**src/rtl/lcd_pkg.sv**
```systemverilog
// Shared definitions for the LCD RGB path: colour constants, rx state
// encoding, CRC-16-CCITT constants and coordinate helpers.
package lcd_pkg;

    localparam int COORD_W    = 12;
    localparam int H_DISP_DEF = 480;
    localparam int V_DISP_DEF = 272;

    typedef logic [COORD_W-1:0] coord_t;
    localparam coord_t COORD_MAX = '1;

    localparam logic [23:0] RED    = 24'hFF0000;
    localparam logic [23:0] GREEN  = 24'h00FF00;
    localparam logic [23:0] BLUE   = 24'h0000FF;
    localparam logic [23:0] WHITE  = 24'hFFFFFF;
    localparam logic [23:0] BLACK  = 24'h000000;
    localparam logic [23:0] YELLOW = 24'hFFFF00;
    localparam logic [23:0] CYAN   = 24'h00FFFF;
    localparam logic [23:0] ROYAL  = 24'h4169E1;

    typedef enum logic {
        SEARCH = 1'b0,
        ACTIVE = 1'b1
    } rx_state_t;

    localparam logic [15:0] CRC_POLY = 16'h1021;
    localparam logic [15:0] CRC_INIT = 16'hFFFF;

    // Increment that sticks at the top of the coordinate range.
    function automatic coord_t sat_inc(input coord_t v);
        return (v == COORD_MAX) ? v : v + coord_t'(1);
    endfunction

endpackage

```
**src/rtl/crc16_24b.sv**
```systemverilog
// One-step CRC-16-CCITT update over a 24-bit pixel, MSB first, no reflection.
module crc16_24b
    import lcd_pkg::*;
(
    input  logic [15:0] crc_in,
    input  logic [23:0] data,
    output logic [15:0] crc_out
);

    // Unrolled bit-serial LFSR: 24 shifts, data bit 23 first.
    always_comb begin
        logic [15:0] c;
        c = crc_in;
        for (int i = 23; i >= 0; i--) begin
            if (c[15] ^ data[i]) c = {c[14:0], 1'b0} ^ CRC_POLY;
            else                 c = {c[14:0], 1'b0};
        end
        crc_out = c;
    end

endmodule

```
**src/rtl/lcd_rgb_rx.sv**
```systemverilog
// Parallel RGB video receiver: registers the DE/VS/pixel bus, recovers pixel
// coordinates, measures frame geometry and tracks format lock.
// Optional feature macro: FRAME_CRC_EN builds a per-frame CRC-16-CCITT over
// all valid pixels; without it frame_crc is tied to zero.
module lcd_rgb_rx
    import lcd_pkg::*;
#(
    parameter int H_DISP = H_DISP_DEF,
    parameter int V_DISP = V_DISP_DEF
) (
    input  logic        clk,
    input  logic        rst_n,
    input  logic        vid_vs,
    input  logic        vid_de,
    input  logic [23:0] vid_data,
    output logic        pix_valid,
    output logic [11:0] pix_x,
    output logic [11:0] pix_y,
    output logic [23:0] pix_data,
    output logic        pix_sof,
    output logic        pix_eol,
    output logic        frame_done,
    output logic [11:0] meas_width,
    output logic [11:0] meas_height,
    output logic        fmt_err,
    output logic        locked,
    output logic [15:0] frame_crc
);

    localparam coord_t H_W    = coord_t'(H_DISP);
    localparam coord_t V_W    = coord_t'(V_DISP);
    localparam coord_t H_LAST = coord_t'(H_DISP - 1);

    logic        vs_r, de_r, vs_q, de_q;
    logic [23:0] data_r;

    rx_state_t   state, state_nxt;
    coord_t      x_cnt, y_cnt, last_w;
    logic        err_acc;
    logic [1:0]  good_cnt;

    logic        vs_rise, in_frame, close, line_end, pix_now, eol_next;
    coord_t      cur_x, cur_y, close_w, close_h;
    logic        close_err;

    // Input register stage plus one-cycle-delayed copies for edge detection.
    always_ff @(posedge clk or negedge rst_n) begin
        if (!rst_n) begin
            {vs_r, de_r, vs_q, de_q} <= '0;
            data_r                   <= '0;
        end else begin
            vs_r   <= vid_vs;
            de_r   <= vid_de;
            data_r <= vid_data;
            vs_q   <= vs_r;
            de_q   <= de_r;
        end
    end

    // State register.
    always_ff @(posedge clk or negedge rst_n) begin
        if (!rst_n) state <= SEARCH;
        else        state <= state_nxt;
    end

    // Next state and per-cycle event decode on the registered inputs.
    always_comb begin
        state_nxt = state;
        vs_rise   = vs_r & ~vs_q;
        in_frame  = (state == ACTIVE);
        unique case (state)
            SEARCH:  if (vs_rise) state_nxt = ACTIVE;
            ACTIVE:  state_nxt = ACTIVE;
            default: state_nxt = SEARCH;
        endcase
        // A line is terminated by DE falling or by VS rising over an open line.
        line_end = in_frame & de_q & (~de_r | vs_rise);
        close    = in_frame & vs_rise;
        // The pixel in the opening cycle already belongs to the new frame.
        pix_now  = de_r & (in_frame | vs_rise);
        cur_x    = vs_rise ? '0 : x_cnt;
        cur_y    = vs_rise ? '0 : y_cnt;
        close_h  = line_end ? sat_inc(y_cnt) : y_cnt;
        close_w  = line_end ? x_cnt : last_w;
        close_err = err_acc | (line_end & (x_cnt != H_W)) | (close_h != V_W);
        // pix_eol is registered alongside the pixel, so peek at the raw bus to
        // see whether this pixel really is the last one of its line.
        eol_next = pix_now & (cur_x == H_LAST) & (~vid_de | (vid_vs & ~vs_r));
    end

    // Coordinate counters, latched line width and frame error accumulator.
    always_ff @(posedge clk or negedge rst_n) begin
        if (!rst_n) begin
            x_cnt   <= '0;
            y_cnt   <= '0;
            last_w  <= '0;
            err_acc <= 1'b0;
        end else if (vs_rise) begin
            x_cnt   <= de_r ? coord_t'(1) : '0;
            y_cnt   <= '0;
            last_w  <= '0;
            err_acc <= 1'b0;
        end else if (in_frame) begin
            if (line_end) begin
                last_w  <= x_cnt;
                y_cnt   <= sat_inc(y_cnt);
                err_acc <= err_acc | (x_cnt != H_W);
                x_cnt   <= '0;
            end else if (de_r) begin
                x_cnt   <= sat_inc(x_cnt);
            end
        end
    end

    // Pixel output register.
    always_ff @(posedge clk or negedge rst_n) begin
        if (!rst_n) begin
            pix_valid <= 1'b0;
            pix_x     <= '0;
            pix_y     <= '0;
            pix_data  <= '0;
            pix_sof   <= 1'b0;
            pix_eol   <= 1'b0;
        end else begin
            pix_valid <= pix_now;
            pix_x     <= cur_x;
            pix_y     <= cur_y;
            pix_data  <= data_r;
            pix_sof   <= pix_now & (cur_x == '0) & (cur_y == '0);
            pix_eol   <= eol_next;
        end
    end

    // Frame close: publish measurements, pulse frame_done, update lock.
    always_ff @(posedge clk or negedge rst_n) begin
        if (!rst_n) begin
            frame_done  <= 1'b0;
            meas_width  <= '0;
            meas_height <= '0;
            fmt_err     <= 1'b0;
            locked      <= 1'b0;
            good_cnt    <= '0;
        end else begin
            frame_done <= close;
            if (close) begin
                meas_width  <= close_w;
                meas_height <= close_h;
                fmt_err     <= close_err;
                if (close_err) begin
                    good_cnt <= '0;
                    locked   <= 1'b0;
                end else begin
                    good_cnt <= (good_cnt == 2'd2) ? 2'd2 : good_cnt + 2'd1;
                    locked   <= locked | (good_cnt != 2'd0);
                end
            end
        end
    end

`ifdef FRAME_CRC_EN
    logic [15:0] crc_acc, crc_base, crc_step, crc_q;

    // A new frame restarts from CRC_INIT, including a pixel in the opening cycle.
    assign crc_base = vs_rise ? CRC_INIT : crc_acc;

    crc16_24b u_crc (
        .crc_in  (crc_base),
        .data    (data_r),
        .crc_out (crc_step)
    );

    // Running CRC over valid pixels; snapshot it when the frame closes.
    always_ff @(posedge clk or negedge rst_n) begin
        if (!rst_n) begin
            crc_acc <= CRC_INIT;
            crc_q   <= '0;
        end else begin
            if (pix_now)      crc_acc <= crc_step;
            else if (vs_rise) crc_acc <= CRC_INIT;
            if (close)        crc_q   <= crc_acc;
        end
    end

    assign frame_crc = crc_q;
`else
    assign frame_crc = 16'h0000;
`endif

endmodule

```
**config.mk**
```make
export PLATFORM = sky130hd
export DESIGN_NAME = lcd_rgb_rx
export DESIGN_NICKNAME = d
export VERILOG_FILES = /design/src/rtl/lcd_pkg.sv /design/src/rtl/crc16_24b.sv /design/src/rtl/lcd_rgb_rx.sv
export SDC_FILE = /design/constraint.sdc
export NUM_CORES = 1
export LEC_CHECK = 0
export CAP_MARGIN = 25
export CORE_UTILIZATION = 50
export DETAILED_ROUTE_END_ITERATION = 10
export PLACE_DENSITY = 0.89
export SYNTH_ARGS = -nofsm -noshare
export SYNTH_HDL_FRONTEND = slang
export SYNTH_SLANG_ARGS = --single-unit
```
**constraint.sdc**
```tcl
create_clock -name clk -period 2.45 [get_ports clk]
set_input_delay 0.6125 -clock clk [delete_from_list [all_inputs] [get_ports clk]]
set_output_delay 0.6125 -clock clk [all_outputs]
set_load 0.02 [all_outputs]
```
**Run 1: local utilization**

Drawn at 4 px/um. 11 x 11 tiles, from dark blue (low) to red (high), 0 to 100% covered.
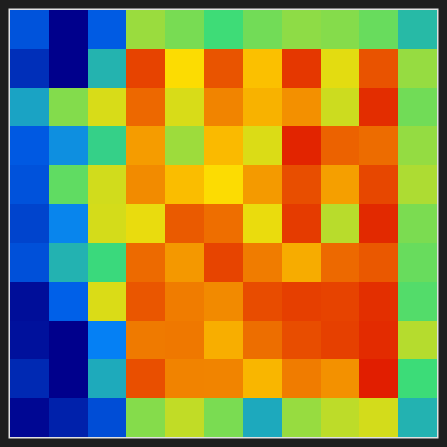
emptiest ninth of the die = south-west
tiles over 75% full = 44%
fullest tile = 97%
Pre-Place Util: 52.5%
Finished Core Util: 70.8%
core area: 0.0105 mm2

**Run 1: sizing map**

Drawn at 4 px/um.
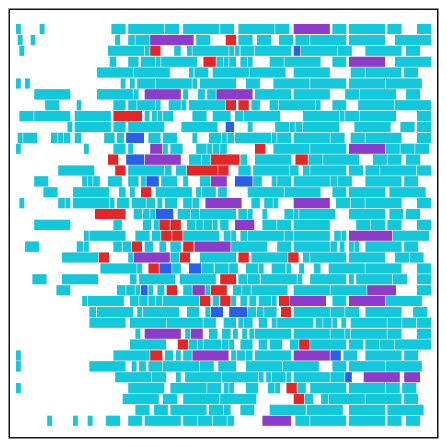
red -> drive 3 to 4  # cells 38, share 6.4%, most used buf_4
purple -> drive 6 and up  # cells 26, share 4.4%, most used clkbuf_16
cyan -> drive 1 or less  # cells 517, share 87%, most used dfrtp_1
blue -> drive 2  # cells 14, share 2.4%, most used clkinv_2
setup ws final: 0.141 ns
Final Cell Area: 0.00741 mm2
Area Growth Syn to Fin: 35.0%
Non-clk bufs: 134

**Run 1: placed standard cells**

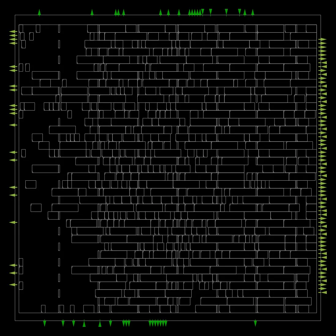
FFs & Latches: 146
site row count: 37

==> impl_metrics.yaml, run 1 <==
# yosys + openroad results
yosys:
  ys_sh_simple_pct: 16.2
  yosys-top-cells-count: "dfrtp_1 (146), nor2_1 (43), nand2_1 (42)"
  synthCells: 449
  yosysMostFrequentCell: "dfrtp_1"
  ys_cells: 449
  ys_area_mm2: 0.00549
  top_cells_by_area: "dfrtp_1 (67%), nor2_1 (2.9%), mux2i_1 (2.9%)"
  synthDistinctLibCells: 52
  largest_area_cell: "dfrtp_1"
  yosys.area_share.xor_xnor_pct: 2.39
  postSynthSeqShare_pct: 66.6
  yosys.area.top_type_share_pct: 66.6
final_layout:
  nNetsFinal: 615
  fillerInstances: 693
  clockBufferCount: 18
  final_cells: 731
  final_common_cell: "dfrtp_1"
  seq_share_pct: 49.3
  seqCellArea_mm2: 0.00365
run:
  cap_violations: 0
global_routing:
  grt_pass1_vias: 4048
  busiest_layer: "met2"
  grtUsageMet1_pct: 32.1
place:
  placed_area_mm2: 0.00681
  hpwl_um: 8750
  gp_congestion: 0.910
power:
  intPower_mw: 4.27
  comb_cell_power_mw: 0.664
  p_sw_share_pct: 25.6
  power_clock_mw: 2.49
  p_switching_mw: 1.47
  p_seq_mw: 2.59
sta:
  clock-skew-final_ns: 0.00939
  rsz0062_at_grt: "no"
  finalClockPeriodUsage_pct: 94.2
critical_path:
  critPathLaunchType: "flip-flop"
  cp_common_cell: "or4_4"
  rr_endpoint: "fmt_err"
  path_class: "flip-flop to flip-flop"
  cp.depth: 6
  critPathBufInv: 0
clock_network:
  cts-root-buf: "clkbuf_8"
  cts_resized: 0
  clk_pin_slew_ns: 0.07
status:
  status: "finished, final reports clean"
route:
  wire_per_inst_um: 18.4
## Run 2: what changed since run 1
- ABC_CLOCK_PERIOD_IN_PS: not set -> 2450
**Run 2: metal 1**

Drawn at 6 px/um. Supply wires on this layer in gray.
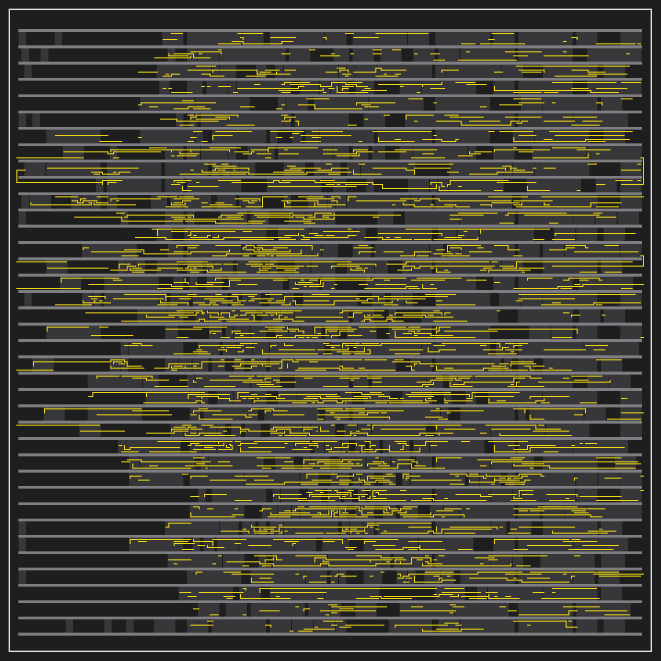
longest straight run = 35.9 um
share of all routed wire = 42%
main direction = horizontal
nets with wire on the layer = 540
wire length on this layer = 5660 um
via count: 3920
WL final: 13500 um
met1 GRT Util: 32.1%

**Run 2: placed standard cells**

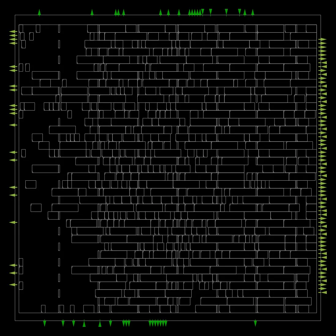
final cell count without fillers: 731
sequential share of cell area: 49.3%
tap cells: 136
filler cell count in the final layout: 693

**Run 2: port wiring**

Drawn at 4 px/um.
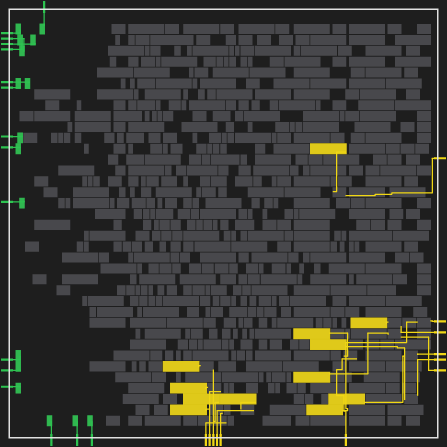
green -> frame_crc  # bits 16, direction output, edge 12 west, 3 south, 1 north, end cells 16, buffers 0, wire 55.7 um
yellow -> pix_x  # bits 12, direction output, edge 6 south, 6 east, end cells 12, buffers 12, wire 321 um
I/O pins: 122
port bufs: 105

==> run 2 against run 1 <==
Worst setup slack did not move; clock skew did not move; fmax did not move; global-route usage did not move; critical path type unchanged; largest power group unchanged; highest routed layer unchanged.
==> impl_metrics.yaml, run 2 <==
# yosys + openroad results
place:
  gp_congestion: 0.910
  hpwl_um: 8750
  placed_area_mm2: 0.00681
yosys:
  ys_cells: 449
  ys.flop_type: "dfrtp_1"
  yosysMostFrequentCell: "dfrtp_1"
  ys_area_mm2: 0.00549
  yosys.area.top_type_share_pct: 66.6
  postSynthSeqShare_pct: 66.6
  largest_area_cell: "dfrtp_1"
  ys_sh_simple_pct: 16.2
  yosys-top-cells-count: "dfrtp_1 (146), nor2_1 (43), nand2_1 (42)"
power:
  power_clock_mw: 2.49
  p_seq_mw: 2.59
  p_switching_mw: 1.47
  comb_cell_power_mw: 0.664
  p_sw_share_pct: 25.6
  intPower_mw: 4.27
final_layout:
  n_all_buffers: 134
  seqCellArea_mm2: 0.00365
  nNetsFinal: 615
  utilization_pct: 70.8
  final_area_mm2: 0.00741
  area_growth_pct: 35.0
  clockBufferCount: 18
  flops: 146
  final_common_cell: "dfrtp_1"
floorplan:
  initCoreUtil_pct: 52.5
  design.core.area_mm2: 0.0105
clock_network:
  clk_pin_slew_ns: 0.07
  cts_resized: 0
  cts-root-buf: "clkbuf_8"
critical_path:
  rr_endpoint: "fmt_err"
  critPathBufInv: 0
  path_class: "flip-flop to flip-flop"
  cp.depth: 6
  cp_common_cell: "or4_4"
global_routing:
  grt_pass1_vias: 4048
  busiest_layer: "met2"
sta:
  rsz0062_at_grt: "no"
status:
  status: "finished, final reports clean"
run:
  cap_violations: 0
route:
  wire_per_inst_um: 18.4
**Run 2: sizing map**

Drawn at 4 px/um.
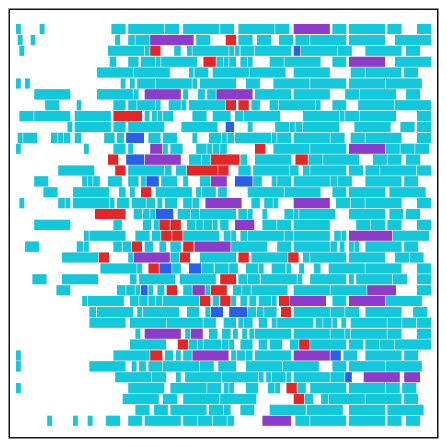

## Run 3: what changed since run 2
- CTS_CLUSTER_SIZE: not set -> 40
- PLACE_DENSITY: 0.89 -> 0.9
- SLEW_MARGIN: not set -> 20
**Run 3: sizing map**

Drawn at 4 px/um.
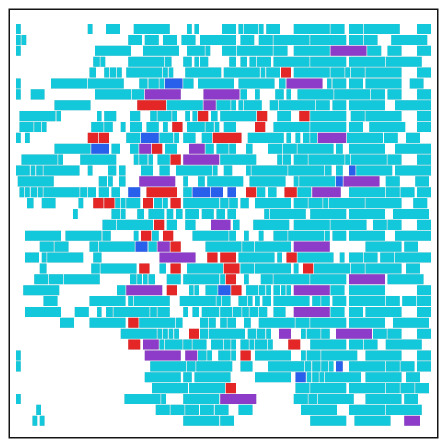
purple -> drive 6 and up  # cells 27, share 4.5%, most used clkbuf_16
cyan -> drive 1 or less  # cells 518, share 87%, most used dfrtp_1
blue -> drive 2  # cells 13, share 2.2%
red -> drive 3 to 4  # cells 39, share 6.5%, most used buf_4

**Run 3: port wiring**

Drawn at 4 px/um.
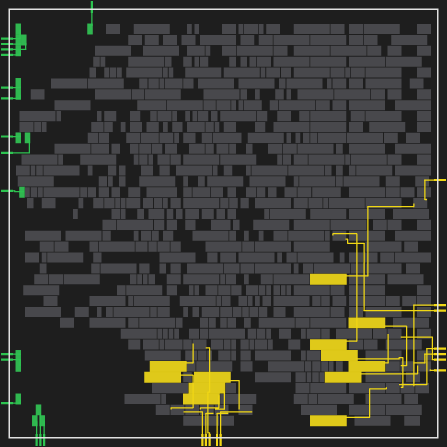
green -> frame_crc  # bits 16, direction output, edge 12 west, 3 south, 1 north, end cells 16, buffers 0, wire 58.0 um
yellow -> pix_x  # bits 12, direction output, edge 7 east, 5 south, end cells 12, buffers 12, wire 376 um

==> run 3 against run 2 <==
Synthesized cell count is the same; register-to-register slack about the same; core utilization down 0.39 points; synthesized area unchanged; via count up 0.69%; routed wire length up 3.2%; critical endpoint unchanged; largest cell class unchanged.
==> impl_metrics.yaml, run 3 <==
# yosys + openroad results
status:
  status: "finished, final reports clean"
clock_network:
  clk_pin_slew_ns: 0.07
  cts-root-buf: "clkbuf_8"
  cts_resized: 0
final_layout:
  n_all_buffers: 136
  flops: 146
  clockBufferCount: 17
  fillerInstances: 698
  final_common_cell: "dfrtp_1"
  utilization_pct: 70.4
  seq_share_pct: 49.6
  final_cells: 733
  nNetsFinal: 617
  area_growth_pct: 34.2
  final_area_mm2: 0.00737
power:
  power_clock_mw: 2.36
  p_sw_share_pct: 27.3
  p_switching_mw: 1.53
  comb_cell_power_mw: 0.670
  p_seq_mw: 2.58
  intPower_mw: 4.08
global_routing:
  grtUsageMet1_pct: 33.7
floorplan:
  n_tap_cell: 136
  initCoreUtil_pct: 52.5
sta:
  rsz0062_at_grt: "no"
yosys:
  ys.flop_type: "dfrtp_1"
  yosys-top-cells-count: "dfrtp_1 (146), nor2_1 (43), nand2_1 (42)"
  synthCells: 449
  yosys.area.top_type_share_pct: 66.6
  postSynthSeqShare_pct: 66.6
  ys_cells: 449
  synth_flops: 146
  synthDistinctLibCells: 52
  yosys.area_share.xor_xnor_pct: 2.39
  largest_area_cell: "dfrtp_1"
  ys_area_mm2: 0.00549
route:
  drt-total-wl_um: 13900
  wire_per_inst_um: 19.0
  via_count: 3947
place:
  placed_area_mm2: 0.00683
  portBuffers: 105
  hpwl_um: 9380
critical_path:
  path_class: "flip-flop to flip-flop"
  critPathLaunchType: "flip-flop"
  cp.depth: 7
  rr_endpoint: "fmt_err"
run:
  cap_violations: 0
**Run 3: metal 1**

Drawn at 6 px/um. Supply wires on this layer in gray.
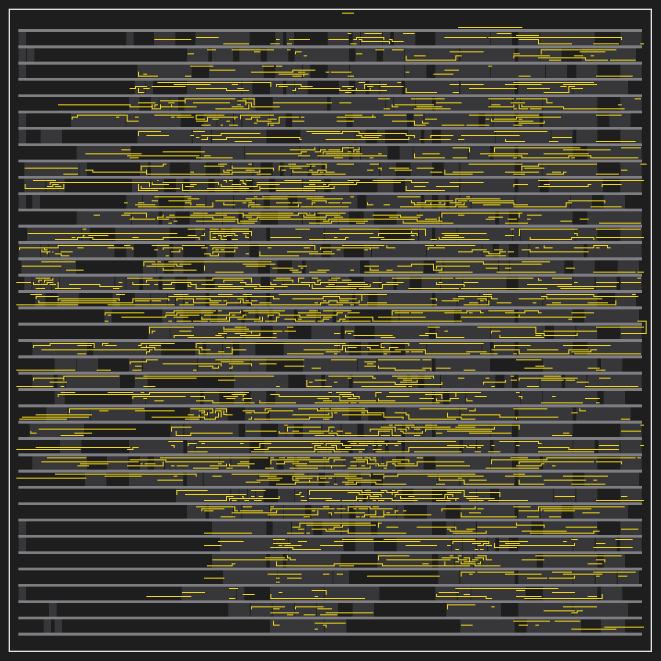
share of all routed wire = 41%
main direction = horizontal
nets with wire on the layer = 554
longest straight run = 24.8 um

No activity file was given, so power comes from the tool's default toggle rates.
